`config.mk`:
```
export PLATFORM = sky130hd
export DESIGN_NAME = sr_mem_port_flat
export DESIGN_NICKNAME = d
export VERILOG_FILES = /design/src/rtl/sr_mem_pkg.sv /design/src/rtl/sr_mem_port_if.sv /design/src/rtl/sr_mem_slot_tracker.sv /design/src/rtl/sr_mem_port.sv /design/src/flat_wrapper.sv
export SDC_FILE = /design/constraint.sdc
export NUM_CORES = 1
export LEC_CHECK = 0
export CORE_MARGIN = 2
export CORE_UTILIZATION = 45
export DETAILED_ROUTE_END_ITERATION = 12
export PLACE_DENSITY_LB_ADDON = 0.05
export SYNTH_ARGS = -nofsm -noshare
export SYNTH_HDL_FRONTEND = slang
export SYNTH_SLANG_ARGS = --single-unit
```
`constraint.sdc`:
```
create_clock -name clk -period 4 [get_ports clk]
set_input_delay 0.8 -clock clk [delete_from_list [all_inputs] [get_ports clk]]
set_output_delay 0.8 -clock clk [all_outputs]
set_load 0.01 [all_outputs]
```
`src/rtl/sr_mem_pkg.sv`:
```
`default_nettype none
// ============================================================================
// sr_mem_pkg : shared types and constants for the rotating-memory access port
// Revision   : 1.0
// ============================================================================
package sr_mem_pkg;

  typedef enum logic [2:0] {
    IDLE = 3'd0,
    WAIT = 3'd1,
    XFER = 3'd2,
    RESP = 3'd3,
    ERR  = 3'd4
  } state_e;

  localparam int         PHASES     = 8;
  localparam logic [2:0] PHASE_LAST = 3'd7;

endpackage
`default_nettype wire

```
`src/rtl/sr_mem_port_if.sv`:
```
`default_nettype none
// ============================================================================
// sr_mem_port_if : request/response bundle between pin logic and sr_mem_port
// Revision       : 1.0
// ============================================================================
interface sr_mem_port_if #(
  parameter int ADDR_W = 5
);
  logic              req_valid;
  logic              req_ready;
  logic              req_we;
  logic [ADDR_W-1:0] req_addr;
  logic [7:0]        req_wdata;
  logic              rsp_valid;
  logic [7:0]        rsp_rdata;
  logic              rsp_err;

  modport master (
    output req_valid, req_we, req_addr, req_wdata,
    input  req_ready, rsp_valid, rsp_rdata, rsp_err
  );

  modport slave (
    input  req_valid, req_we, req_addr, req_wdata,
    output req_ready, rsp_valid, rsp_rdata, rsp_err
  );
endinterface
`default_nettype wire

```
`src/rtl/sr_mem_slot_tracker.sv`:
```
`default_nettype none
// ============================================================================
// sr_mem_slot_tracker : mirror of the memory's bit-phase and word-slot counters
// Revision            : 1.0
// ============================================================================
module sr_mem_slot_tracker
  import sr_mem_pkg::*;
#(
  parameter int WORD_COUNT = 24,
  parameter int SLOT_W     = 5
) (
  input  logic              clk,
  input  logic              reset_n,
  output logic [2:0]        phase,
  output logic [SLOT_W-1:0] slot,
  output logic [SLOT_W-1:0] next_slot
);

  logic [2:0]        phase_q, phase_d;
  logic [SLOT_W-1:0] slot_q, slot_d;

  always_comb begin
    next_slot = (slot_q == SLOT_W'(WORD_COUNT - 1)) ? '0 : slot_q + 1'b1;
    phase_d   = phase_q + 3'd1;
    // The slot only advances when a full 8-bit frame has rotated past.
    slot_d    = (phase_q == PHASE_LAST) ? next_slot : slot_q;
  end

  always_ff @(posedge clk or negedge reset_n) begin
    if (!reset_n) begin
      phase_q <= 3'd0;
      slot_q  <= '0;
    end else begin
      phase_q <= phase_d;
      slot_q  <= slot_d;
    end
  end

  assign phase = phase_q;
  assign slot  = slot_q;

endmodule
`default_nettype wire

```
`src/rtl/sr_mem_port.sv`:
```
`default_nettype none
// ============================================================================
// sr_mem_port : parallel word requests -> serial write/din stream of the
//               8-phase rotating shift-register memory
// Revision    : 1.0
// ============================================================================
module sr_mem_port
  import sr_mem_pkg::*;
#(
  parameter int WORD_COUNT = 24,
  parameter int ADDR_W     = 5
) (
  input  logic              clk,
  input  logic              reset_n,
  sr_mem_port_if.slave      bus,
  input  logic [7:0]        mem_q,
  output logic              mem_reset,
  output logic              mem_write,
  output logic              mem_din
);

  localparam logic [ADDR_W:0] WORD_LIMIT = (ADDR_W + 1)'(WORD_COUNT);

  logic [2:0]        phase;
  logic [ADDR_W-1:0] next_slot;
  logic [ADDR_W-1:0] slot_unused;

  state_e            state_q, state_d;
  logic              we_q, we_d;
  logic [ADDR_W-1:0] addr_q, addr_d;
  logic [7:0]        wdata_q, wdata_d;
  logic [7:0]        rdata_q, rdata_d;
  logic              err_q, err_d;

  logic              req_ready;
  logic              rsp_valid;
  logic [7:0]        rsp_rdata;
  logic              rsp_err;
  logic              req_in_range;

  sr_mem_slot_tracker #(
    .WORD_COUNT (WORD_COUNT),
    .SLOT_W     (ADDR_W)
  ) u_tracker (
    .clk       (clk),
    .reset_n   (reset_n),
    .phase     (phase),
    .slot      (slot_unused),
    .next_slot (next_slot)
  );

  assign req_in_range = ({1'b0, bus.req_addr} < WORD_LIMIT);

  always_comb begin
    state_d   = state_q;
    we_d      = we_q;
    addr_d    = addr_q;
    wdata_d   = wdata_q;
    rdata_d   = rdata_q;
    err_d     = err_q;
    req_ready = 1'b0;
    rsp_valid = 1'b0;
    rsp_rdata = rdata_q;
    rsp_err   = err_q;
    mem_write = 1'b0;
    mem_din   = 1'b0;

    case (state_q)
      IDLE: begin
        req_ready = 1'b1;
        if (bus.req_valid) begin
          we_d    = bus.req_we;
          addr_d  = bus.req_addr;
          wdata_d = bus.req_wdata;
          // Slot match is tested on the accept cycle too, avoiding a wasted lap.
          if (!req_in_range)
            state_d = ERR;
          else if (phase == PHASE_LAST && next_slot == bus.req_addr)
            state_d = XFER;
          else
            state_d = WAIT;
        end
      end
      WAIT: begin
        if (phase == PHASE_LAST && next_slot == addr_q)
          state_d = XFER;
      end
      XFER: begin
        mem_write = we_q;
        mem_din   = we_q & wdata_q[phase];
        if (phase == PHASE_LAST)
          state_d = RESP;
      end
      RESP: begin
        rsp_valid = 1'b1;
        rsp_rdata = mem_q;
        rsp_err   = 1'b0;
        rdata_d   = mem_q;
        err_d     = 1'b0;
        state_d   = IDLE;
      end
      ERR: begin
        rsp_valid = 1'b1;
        rsp_rdata = 8'h00;
        rsp_err   = 1'b1;
        rdata_d   = 8'h00;
        err_d     = 1'b1;
        state_d   = IDLE;
      end
      default: state_d = IDLE;
    endcase
  end

  always_ff @(posedge clk or negedge reset_n) begin
    if (!reset_n) begin
      state_q <= IDLE;
      we_q    <= 1'b0;
      addr_q  <= '0;
      wdata_q <= 8'h00;
      rdata_q <= 8'h00;
      err_q   <= 1'b0;
    end else begin
      state_q <= state_d;
      we_q    <= we_d;
      addr_q  <= addr_d;
      wdata_q <= wdata_d;
      rdata_q <= rdata_d;
      err_q   <= err_d;
    end
  end

  assign mem_reset     = ~reset_n;
  assign bus.req_ready = req_ready;
  assign bus.rsp_valid = rsp_valid;
  assign bus.rsp_rdata = rsp_rdata;
  assign bus.rsp_err   = rsp_err;

endmodule
`default_nettype wire

```
`src/flat_wrapper.sv`:
```
// flat-port wrapper written by rule: the top's interface ports become plain ports
module sr_mem_port_flat import sr_mem_pkg::*;
#(
  parameter int WORD_COUNT = 24,
  parameter int ADDR_W     = 5
)
  (clk, reset_n, mem_q, mem_reset, mem_write, mem_din, bus_req_valid, bus_req_we, bus_req_addr, bus_req_wdata, bus_req_ready, bus_rsp_valid, bus_rsp_rdata, bus_rsp_err);
  sr_mem_port_if #(.ADDR_W(ADDR_W)) bus_i ();
  input  logic clk;
  input  logic reset_n;
  input  logic [7:0] mem_q;
  output logic mem_reset;
  output logic mem_write;
  output logic mem_din;
  input wire logic [$bits(bus_i.req_valid)-1:0] bus_req_valid;
  input wire logic [$bits(bus_i.req_we)-1:0] bus_req_we;
  input wire logic [$bits(bus_i.req_addr)-1:0] bus_req_addr;
  input wire logic [$bits(bus_i.req_wdata)-1:0] bus_req_wdata;
  output wire logic [$bits(bus_i.req_ready)-1:0] bus_req_ready;
  output wire logic [$bits(bus_i.rsp_valid)-1:0] bus_rsp_valid;
  output wire logic [$bits(bus_i.rsp_rdata)-1:0] bus_rsp_rdata;
  output wire logic [$bits(bus_i.rsp_err)-1:0] bus_rsp_err;
  assign bus_i.req_valid = bus_req_valid;
  assign bus_i.req_we = bus_req_we;
  assign bus_i.req_addr = bus_req_addr;
  assign bus_i.req_wdata = bus_req_wdata;
  assign bus_req_ready = bus_i.req_ready;
  assign bus_rsp_valid = bus_i.rsp_valid;
  assign bus_rsp_rdata = bus_i.rsp_rdata;
  assign bus_rsp_err = bus_i.rsp_err;
  sr_mem_port #(.WORD_COUNT(WORD_COUNT), .ADDR_W(ADDR_W)) u_core (.clk(clk), .reset_n(reset_n), .bus(bus_i), .mem_q(mem_q), .mem_reset(mem_reset), .mem_write(mem_write), .mem_din(mem_din));
endmodule
```
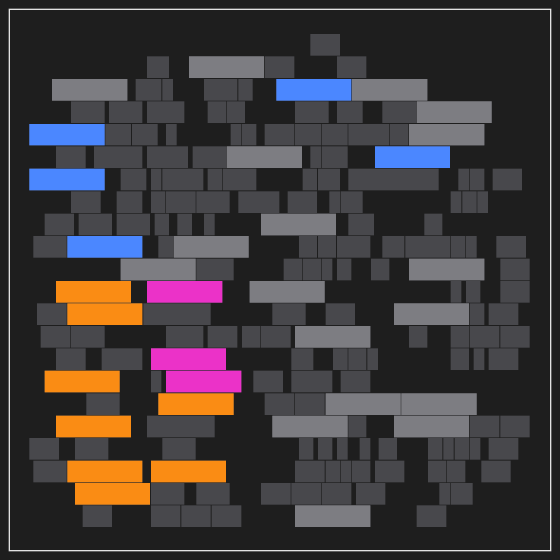
Fig. 1. Sequential cells grouped by signal name (run 1).
color	name in the netlist	placed flops
blue	u_core.addr_q	5
orange	u_core.wdata_q	8
magenta	u_core.u_tracker.phase	3
not colored	18
Flop+latch power: 535 µW
register area: 851 µm²
sequential share of cell area: 0.382

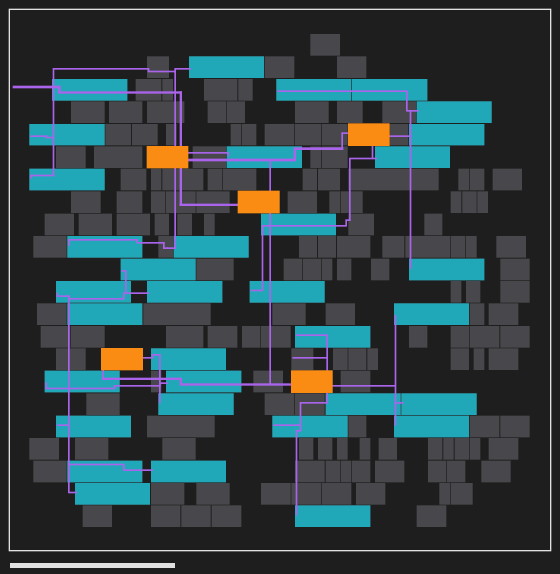
Fig. 2. Routed clock nets over the placement (run 1).
Bar = 20 µm.
[purple] clock wires | length: 415 µm
[cyan] flip-flops | count: 34
[orange] clock-net drivers | count: 5
routed clock nets	6

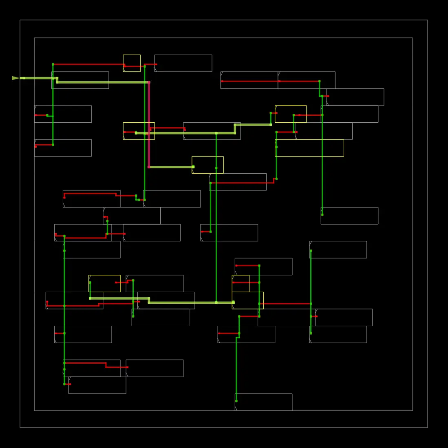
Fig. 3. Clock routing (run 1).
flop count: 34
total CTS buffers: 5
Late-Pin Clk Latency: 280 ps
clock buffer count: 5

==> impl_metrics.ini, run 1 <==
; implementation run metrics
[clock_tree]
clk_pin_slew_ps = 70
cts-htree-levels = 2
cts_tree = yes
cts_setup_buffers = 0
post_cts_resize_count = 0
ctsHoldBuffers = 0
cts_sinks = 34

[route]
wl_met1_mm = 1.50
wl_met2_mm = 1.66
via_count = 1210
wl_met3_um = 166
ant_nets = 0
drt_iter0_drc = 34
firstDrtPassIters = 4

[power]
power.density_nw_per_um2 = 568
p_clk_uw = 312
ir_worst_vdd_v = 0.000319
finalPower_uw = 1270

[floorplanning]
core-area_um2 = 3630
dieHeight_um = 65.4
die_x_um = 65.4

[critical_path]
r2r_cells = 6
rrSetupSlack_ps = 1760
path_max_fanout = 10
arrival_ps = 2280
critical-path-top-delay-family = simple AND/OR/NAND/NOR gates
cp-start-kind = flip-flop
r2r-start = u_core.u_tracker.slot[0]

[final_timing]
clock.fmax_ghz = 0.324
maxSlewHeadroom = 0.666
fin_hold_ws_ps = 505
layout_worst_path_cycle_share = 0.771
tightest_slew_ps = 501

[outcome]
outcome = finished, final reports clean

[global_routing]
overflow = 0
grt.busiest_layer = met2
grtUsageMet2 = 0.314
grt_util_met3 = 0.0531
grt_pass1_vias = 1286

[worst_hold_path]
min_path_cells = 1
holdCritStartpoint = u_core.we_q

[layout]
logic_area_um2 = 796
reg_top3 = u_core.rdata_q: 8 flops, u_core.wdata_q: 8 flops
clkCellAreaFrac = 0.0511
num-fill-cells = 313
area_growth_pct = 31.2
comb-cell-share = 0.357

[placed_design]
io_buffers = 38
post-dp-hpwl_mm = 2.45
place_congestion = 0.759

[yosys]
syn_inst = 148
synthFlopType = dfrtp_1
synth-edff-count = 0
ys_cells = 148
synth.distinct_cells = 35
largest_area_cell = dfrtp_1
yosys-top-cells-count = 34 x dfrtp_1, 19 x mux2_2, 16 x nand2_1, 9 x a21oi_1, 9 x xnor2_1

[job]
drv_cap = 0
## run 1: cell families (layout without fill, tap and decap cells)
kind of cell / Yosys count / in the layout / share of synthesized area
mux: 24 / 24 / 0.170
compound gates: 24 / 24 / 0.0825
buf+inv: 11 / 51 / 0.0302
flops: 34 / 34 / 0.501
simple gates: 42 / 42 / 0.138
xor+xnor: 10 / 10 / 0.0560
fa+ha+maj: 3 / 3 / 0.0221
## run 1: how the worst max path moves through the flow
stage / start / end / slack [ps]
2_1_floorplan: u_core.state_q[1] / bus_rsp_rdata[0] / 1670
3_3_place_gp: mem_q[5] / bus_rsp_rdata[5] / 1140
3_5_place_dp: mem_q[2] / bus_rsp_rdata[2] / 1120
4_1_cts: u_core.state_q[1] / bus_rsp_rdata[2] / 910
5_1_grt: u_core.state_q[1] / bus_rsp_rdata[0] / 730
6_report: u_core.state_q[1] / bus_rsp_rdata[4] / 920
## run 1: layout by cell type (no fill, tap or decap), types with 2 or more instances in the layout
cell type	synthesis	layout
buf_4	0	2
nand3_1	2	2
mux4_2	2	2
inv_1	3	3
clkbuf_8	0	5
o21ai_0	3	3
xnor2_1	9	9
mux2_2	19	19
dfrtp_1	34	34
a21oi_1	9	9
nand2_1	16	16
ha_1	3	3
nor2_1	3	3
o22ai_1	8	8
nor3_1	5	5
mux2i_1	3	3
and3_1	3	3
clkdlybuf4s50_1	0	38
and2_1	2	2
clkinvlp_4	0	2
nor2b_1	2	2
## run 1: through the flow
stage | instance area, µm² | instances
2_1_floorplan | 1700 | 148
3_3_place_gp | 2110 | 228
3_5_place_dp | 2110 | 228
4_1_cts | 2230 | 236
5_1_grt | 2230 | 236
6_report | 2230 | 236
Fig. 4: run 1, selected gate families
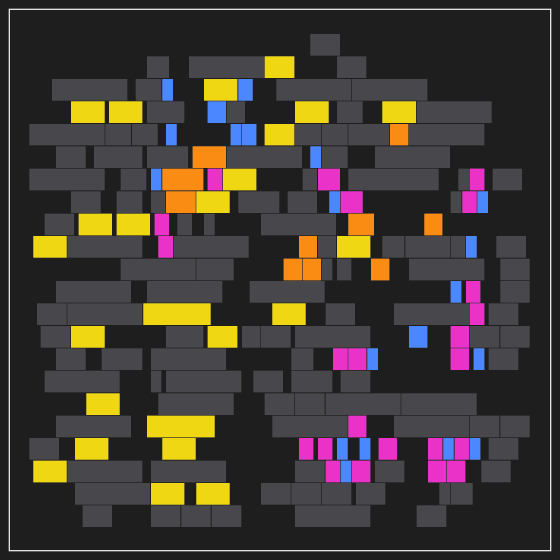

--- run 2 (diff from run 1) ---
==> constraint.sdc (replaced) <==
create_clock -name clk -period 2.75 [get_ports clk]
set_input_delay 0.55 -clock clk [delete_from_list [all_inputs] [get_ports clk]]
set_output_delay 0.55 -clock clk [all_outputs]
set_load 0.01 [all_outputs]
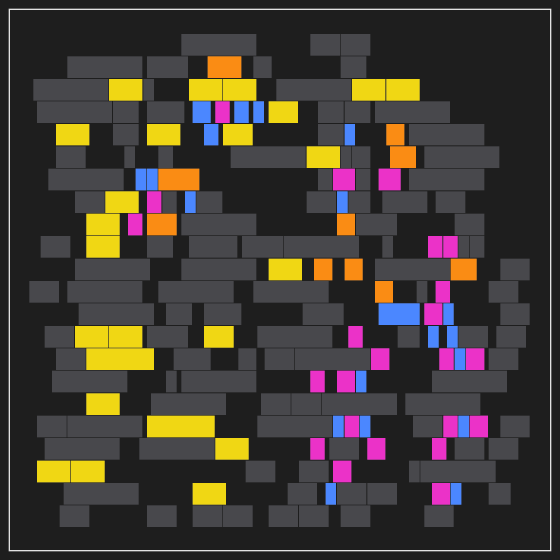
Fig. 5. Selected gate families (run 2).
color	family	cells	most used
yellow	mux cells	24	mux2_2
blue	nand cells	20	nand2_1
magenta	aoi and oai cells	23	a21oi_1
orange	and/or cells	10	and3_1
Comb/total area: 0.365
fin cells: 236
Commonest Layout Cell: clkdlybuf4s50_1

==> run 2 against run 1 <==
Sequential cell count did not move. Critical endpoint is now bus_rsp_rdata[5]. Largest power group unchanged. Synthesized cell count stayed put. Sequential share of layout area is 0.35 points higher. Combinational power up 48%. Clock skew is 1.3 ps higher.
==> impl_metrics.ini, run 2 <==
; implementation run metrics
[clock_tree]
cts_made_buffers = 5
cts-htree-levels = 2
worst_skew_pair.late_latency_ps = 280
ctsHoldBuffers = 0
clk_pin_slew_ps = 60
cts_sinks = 34
cts_tree = yes

[yosys]
synth.distinct_cells = 35
synth-async-reset-ratio = 1.00
synth_flops = 34
yosys-top-cells-count = 34 x dfrtp_1, 19 x mux2_2, 16 x nand2_1, 9 x a21oi_1, 9 x xnor2_1
top_cell = dfrtp_1
synth-edff-count = 0
synthFlopType = dfrtp_1
netlist_area_um2 = 1700
largest_area_cell = dfrtp_1
ys_cells = 148
syn_inst = 148

[critical_path]
path_max_fanout = 10
timing.rr.end = u_core.state_q[1]
r2r-start = u_core.u_tracker.slot[0]
slowest_stage = clkdlybuf4s50_1
cp-start-kind = flip-flop
arrival_ps = 2000
r2r_cells = 6
critical-path-top-delay-family = buffers and inverters
path_class = flip-flop to primary output
cp-end-kind = primary output
rrSetupSlack_ps = 560
worstPathBufferInverterCount = 1

[layout]
logic_area_um2 = 806
sh_seq_area = 0.385
nets = 216
flop_area_um2 = 851
reg_top3 = u_core.rdata_q: 8 flops, u_core.wdata_q: 8 flops
dominant_cells = sequential cells
layout_top_cells = 38 x clkdlybuf4s50_1, 34 x dfrtp_1, 19 x mux2_2
nClkBuffers = 7
postLayoutCellArea_um2 = 2210
clkCellAreaFrac = 0.0346
drive_above_1_share = 0.197
numSequentialCells = 34
area_growth_pct = 30.0
num-fill-cells = 322

[placed_design]
place_congestion = 0.778
dpl_cell_area_um2 = 2120
pre_cts_slack_ps = 178
io_buffers = 38
dp.cells = 229
post-dp-hpwl_mm = 2.59

[route]
via_count = 1261
drt_iter0_drc = 63
wl_mm = 3.45
ant_nets = 0
viasPerCell = 5.34
firstDrtPassIters = 4

[final_timing]
maxSlewHeadroom = 0.715
layout_worst_path_cycle_share = 0.927
clock.fmax_ghz = 0.392
tightest_slew_ps = 427
period_needed_ps = 2550

[floorplanning]
dieHeight_um = 65.4
pin_count = 39
die_x_um = 65.4
tapCellCount = 48
core-area_um2 = 3630
rows = 22
fp_util = 0.467

[power]
power.density_nw_per_um2 = 783
finalPower_uw = 1730
ir_worst_vdd_v = 0.000352

[global_routing]
antenna_found_initial = 0
grt_max_degree = 35
overflow = 0
grt_pass1_vias = 1358

[job]
drv_cap = 0

[worst_hold_path]
holdCritStartpoint = u_core.we_q
hp-class = flip-flop to flip-flop
min_path_cells = 1

[outcome]
outcome = finished, final reports clean
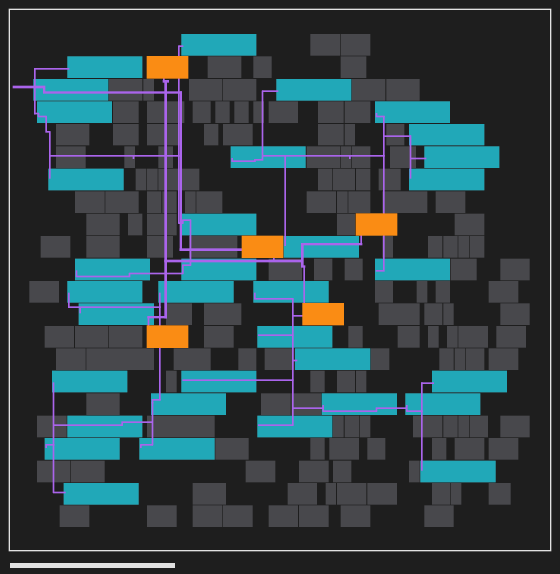
Fig. 6. Routed clock nets over the placement (run 2).
Bar = 20 µm.
[cyan] flip-flops | count: 34
[orange] clock-net drivers | count: 5
[purple] clock wires | length: 416 µm
flops lie	widely spread
routed clock nets	6
clock power share: 0.193
clock network power: 334 µW
Clock Skew: 3.93 ps

run 2: netlist changes by cell type in the layout (fill, tap and decap cells not counted), sizes merged:
cell	change
clkbuf	+2
clkinvlp	-2
buf	+1
bufinv	-1
run 2: power by group:
group	internal, µW	leakage [µW]	switching [µW]	total (µW)
clock network	174	0.0000383	160	334
registers	673	0.000421	102	776
logic	375	0.000464	244	618
total	1220	0.000924	506	1730
run 2: worst max-delay path by stage:
stage / from / slack (ps) / endpoint
floorplan: u_core.state_q[1] / 670 / bus_rsp_rdata[0]
global placement: u_core.state_q[1] / 300 / bus_rsp_rdata[1]
detailed placement: u_core.state_q[1] / 180 / bus_rsp_rdata[1]
CTS: u_core.state_q[1] / 40 / bus_rsp_rdata[1]
global route: u_core.state_q[1] / 70 / bus_rsp_rdata[4]
finish: u_core.state_q[1] / 200 / bus_rsp_rdata[5]
run 2: repair_timing:
action,4_1_cts,5_1_grt
buffers inserted,0,0
endpoints found under the setup margin,8,8
cloned,0,0
gates resized,2,2
hold endpoints to repair,0,0
run 2: per-stage QoR:
step           hold slack (ps)   util
5_1_grt                    516  0.607
3_5_place_dp               489  0.584
4_1_cts                    504  0.606
2_1_floorplan              254      -
3_3_place_gp               487  0.584
6_report                   499  0.607
run 2: kinds of logic after synthesis:
family,after synthesis,synth area share
fa+ha+maj,3,0.0221
simple gates,42,0.138
compound gates,24,0.0825
xor+xnor,10,0.0560
mux,24,0.170
buf+inv,11,0.0302
flops,34,0.501
run 2: layer usage:
metal  part of all wire  vias up  GRT usage
met5                  0        -          0
met4              0.014        0     0.0729
met3              0.059        5     0.0514
met2               0.51       46      0.334
met1               0.42      603      0.202
li1                   -      607          -
--- run 3 (diff from run 2) ---
--- a/config.mk
+++ b/config.mk
@@ -8,7 +8,9 @@
 export CORE_MARGIN = 2
 export CORE_UTILIZATION = 45
 export DETAILED_ROUTE_END_ITERATION = 12
+export GPL_ROUTABILITY_DRIVEN = 1
 export PLACE_DENSITY_LB_ADDON = 0.05
 export SYNTH_ARGS = -nofsm -noshare
 export SYNTH_HDL_FRONTEND = slang
 export SYNTH_SLANG_ARGS = --single-unit
+export TNS_END_PERCENT = 1
==> run 3 against run 2 <==
Clock-buffer cell count unchanged. Routed wire length unchanged. Non-clock buffer count did not move. Power did not move. Register-to-register slack about the same. Synthesized area is the same. Sequential power barely moved. Largest power group unchanged. Synthesized cell count unchanged.
==> impl_metrics.ini, run 3 <==
; implementation run metrics
[outcome]
outcome = finished, final reports clean

[power]
p_clk_frac = 0.193
finalPower_uw = 1730
power_frac_comb = 0.358
seq_power_share = 0.449
comb_power_uw = 618
seq_cell_power_uw = 776
internal_power_uw = 1220
ir_worst_vdd_v = 0.000352
switchingPower_uw = 506
power.group.top = registers
p_clk_uw = 334
power.density_nw_per_um2 = 783
switching_share = 0.293

[yosys]
netlist_area_um2 = 1700
synthFlopType = dfrtp_1
synth_flops = 34
synth-area-yosys_um2 = 1700
synth.distinct_cells = 35
ys_cells = 148
top_cell = dfrtp_1
syn_inst = 148
yosys-top-cells-count = 34 x dfrtp_1, 19 x mux2_2, 16 x nand2_1, 9 x a21oi_1, 9 x xnor2_1
synth-async-reset-ratio = 1.00
largest_area_cell = dfrtp_1
synth-edff-count = 0

[placed_design]
pre_cts_slack_ps = 178
place_congestion = 0.778
post-dp-hpwl_mm = 2.59
io_buffers = 38

[job]
drv_cap = 0
tool_warnings = 26

[global_routing]
grt_pass1_wl_mm = 5.97
antenna_found_initial = 0
overflow = 0
grt_pass1_vias = 1358
grt_max_degree = 35
grt_use_total = 0.184

[clock_tree]
cts_tree = yes
ctsHoldBuffers = 0
cts_made_buffers = 5
cts-htree-levels = 2
cts_sinks = 34

[layout]
reg_top3 = u_core.rdata_q: 8 flops, u_core.wdata_q: 8 flops
num-fill-cells = 322
layout_top_cells = 38 x clkdlybuf4s50_1, 34 x dfrtp_1, 19 x mux2_2
nets = 216
flop_area_um2 = 851
drive_above_1_share = 0.197
area_growth_pct = 30.0
logic_area_um2 = 806
layout_top_cell = clkdlybuf4s50_1

[critical_path]
path_max_fanout = 10
cp-end-kind = primary output
slowest_stage = clkdlybuf4s50_1
rrSetupSlack_ps = 560
worstPathBufferInverterCount = 1
arrival_ps = 2000
cp-start-kind = flip-flop
path_class = flip-flop to primary output
timing.rr.end = u_core.state_q[1]
r2r-start = u_core.u_tracker.slot[0]
critical-path-top-delay-family = buffers and inverters
r2r_cells = 6

[final_timing]
layout_worst_path_cycle_share = 0.927
tightest_slew_ps = 427
skew_ps = 3.93
clock.fmax_ghz = 0.392
period_needed_ps = 2550

[worst_hold_path]
holdCritStartpoint = u_core.we_q
hp-class = flip-flop to flip-flop
min_path_cells = 1

[route]
via_count = 1261
ant_nets = 0
firstDrtPassIters = 4
viasPerCell = 5.34
drt_iter0_drc = 63
wl_mm = 3.45

[floorplanning]
chipArea_um2 = 4280
pin_count = 39
rows = 22
core-area_um2 = 3630
dieHeight_um = 65.4
run 3: cell counts after synthesis:
Identical to the previous run, type by type.
run 3: area by class of cell:
cell class,count,share of cell area
sequential,34,0.385
tap,48,0.0272
timing repair buffer,41,0.183
inverter,3,0.00510
multi-input combinational,103,0.365
clock buffer,7,0.0346
run 3: kinds of logic (layout without fill, tap and decap cells):
kind of cell    Yosys count  count (layout)  share of synthesized area
compound gates           24              24                     0.0825
fa+ha+maj                 3               3                     0.0221
xor+xnor                 10              10                     0.0560
flops                    34              34                      0.501
mux                      24              24                      0.170
buf+inv                  11              51                     0.0302
simple gates             42              42                      0.138
run 3: worst max path at each step:
| stage | slack [ps] | to | cells past startpoint | from |
|---|---|---|---|---|
| global route | 70 | bus_rsp_rdata[4] | 5 | u_core.state_q[1] |
| detailed placement | 180 | bus_rsp_rdata[1] | 5 | u_core.state_q[1] |
| global placement | 300 | bus_rsp_rdata[1] | 5 | u_core.state_q[1] |
| finish | 200 | bus_rsp_rdata[5] | 5 | u_core.state_q[1] |
| CTS | 40 | bus_rsp_rdata[1] | 5 | u_core.state_q[1] |
| floorplan | 670 | bus_rsp_rdata[0] | 7 | u_core.state_q[1] |
run 3: routing by layer:
layer | global-route usage | part of all wire
met4 | 0.0729 | 0.014
met3 | 0.0514 | 0.059
met2 | 0.334 | 0.51
met5 | 0 | 0
met1 | 0.202 | 0.42
run 3: repair_timing:
action | 4_1_cts | 5_1_grt
resized | 2 | 2
buffers inserted | 0 | 0
endpoints found under the setup margin | 8 | 8
gates cloned | 0 | 0
run 3: through the flow:
step	std cells	util	hold slack (ps)	instance area, µm²
after floorplan	148	-	254	1700
after global placement	229	0.584	487	2120
after detailed placement	229	0.584	489	2120
after CTS	236	0.606	504	2200
after global routing	236	0.607	516	2210
final	236	0.607	499	2210
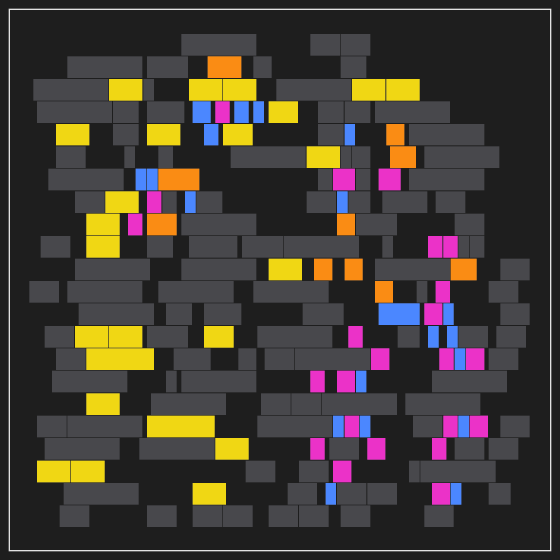
Fig. 7. Selected gate families (run 3).
color	family	cells	most used
blue	nand cells	20	nand2_1
magenta	aoi and oai cells	23	a21oi_1
orange	and/or cells	10	and3_1
yellow	mux cells	24	mux2_2

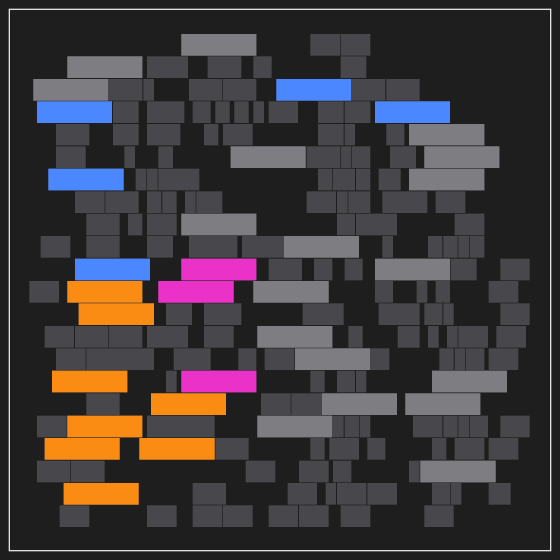
Fig. 8. Sequential cells grouped by signal name (run 3).
color	name in the netlist	placed flops
blue	u_core.addr_q	5
magenta	u_core.u_tracker.phase	3
orange	u_core.wdata_q	8
not colored	18
sequential share of cell area: 0.385
Util after Layout: 0.607


==> notes/layouts.md <==
Pictures saved along the way, in no particular order.

Cells by drive strength.
Bar = 20 µm.
image #1
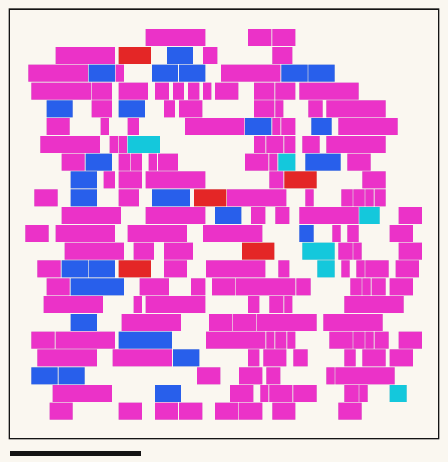
image #2
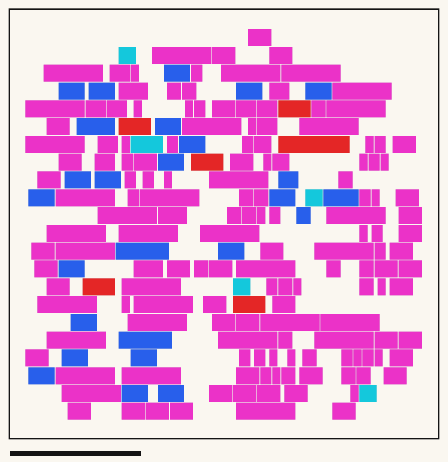
run 1: image #2
run 2: image #1

Key to image #2:
color	size	cells	share
cyan	x3 and x4	5	2.7%
red	x6 and larger	6	3.2%
blue	x2	26	14%
magenta	x1 and smaller	151	80%

Power figures rest on the tool's default switching activity, not on a simulated workload.
